Design comparador22_numeros6bit, sky130hd; sources not shown.
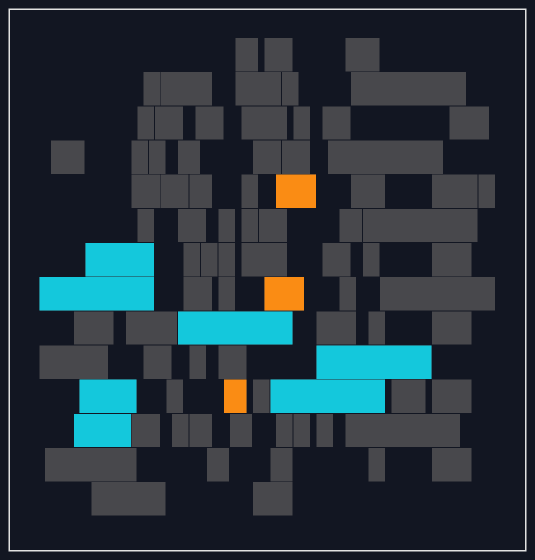
**Above:** selected gate families.
Key: fa/ha/maj cells = cyan [cells 7, most used ha_4]; aoi and oai cells = orange [cells 3]
non-filler cells in the finished layout: 101
share of cell area taken by multi-input logic gates: 0.528
most frequent standard cell in the layout excluding fill and tap cells: sky130_fd_sc_hd__nand2_1

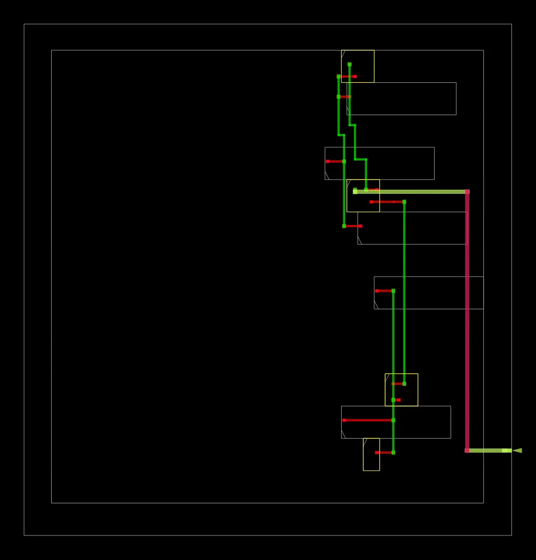
**Above:** clock nets.
power dissipated in the clock network: 141 uW
number of sequential cells in the layout: 5
CTS Sinks: 5

==> impl_metrics.py <==
# Metrics from the implementation run
metrics = {
    "status": {
        "failed_checks": "setup timing",
        "outcome": "finished with violations",
    },
    "timing": {
        "fin_ws_ns": -0.0415,
        "finalSetupViolCount": 1,
        "hold_violations": 0,
        "drv_slew": 0,
        "setup_tns_final_ns": -0.0415,
    },
    "pwr": {
        "total_leakage_power_nw": 0.379,
    },
    "yosys": {
        "synth.yosys.chip_area_um2": 455,
        "synth-seq-area-share": 0.275,
        "synth.top_cells.by_area": "sky130_fd_sc_hd__dfrtp_1, sky130_fd_sc_hd__ha_1, sky130_fd_sc_hd__nand2_1",
        "yosys.area.top_type_share": 0.275,
        "synthFlopType": "sky130_fd_sc_hd__dfrtp_1",
        "ys.flops": 5,
        "synth.top_cells.by_count": "sky130_fd_sc_hd__nand2_1, sky130_fd_sc_hd__inv_1, sky130_fd_sc_hd__nor2_1",
        "postSynthAreaPerCell_um2": 6.60,
        "synth_cell_types": 14,
        "post_synth_inst_count": 69,
        "enable_flop_cells": 0,
    },
    "drt": {
        "met2RoutedLength_um": 627,
        "met3WireLength_um": 40,
        "initial_detailed_routing_violation_count": 4,
        "drt_pre_antenna_iters": 2,
        "vias_per_cell": 4.74,
        "final_antenna_net_count": 0,
    },
    "placement": {
        "post_placement_cell_count": 97,
        "io_buffers": 12,
    },
    "finish": {
        "finish.instance_area_um2": 753,
        "final_util": 0.544,
        "finish.net_count": 101,
        "layout_top_cells": "sky130_fd_sc_hd__nand2_1, sky130_fd_sc_hd__nand2_2",
    },
    "critical_path": {
        "critical_path_class": "in2reg",
        "critical_path_peak_fanout": 5,
        "crit_path_max_incr_delay_ns": 0.31,
        "timing.critical_path.slowest_stage_cell": "sky130_fd_sc_hd__ha_4",
    },
    "floorplanning": {
        "design.die.area_mm2": 0.00176,
        "die.size.x_um": 41,
    },
    "clock_tree": {
        "cts_buffers": 3,
        "postCtsSetupRepairBufs": 0,
        "clock_path_buffers": 2,
    },
    "global_routing": {
        "grt_max_degree": 7,
    },
    "job": {
        "warning_count": 32,
    },
}
==> area by class of cell <==
| cell class | instances | area [um2] | share of cell area |
|---|---|---|---|
| multi-input combinational | 51 | 398 | 0.528 |
| clock buffer | 4 | 26.3 | 0.0349 |
| tap | 16 | 20.0 | 0.0266 |
| sequential | 5 | 125 | 0.166 |
| inverter | 13 | 68.8 | 0.0914 |
| timing repair buffer | 12 | 115 | 0.153 |
==> kinds of logic after synthesis <==
kind of cell               share of synthesized area
buffers and inverters                          0.107
DFF                                            0.275
and+or+nand+nor                                0.385
AOI/OAI and AO/OA                             0.0412
adders and majority gates                      0.192
==> power breakdown <==
part,internal [mW],switching [mW]
Combinational,0.0992,0.133
Clock,0.0914,0.0492
Sequential,0.143,0.00500
No activity file was given, so power comes from the tool's default toggle rates.
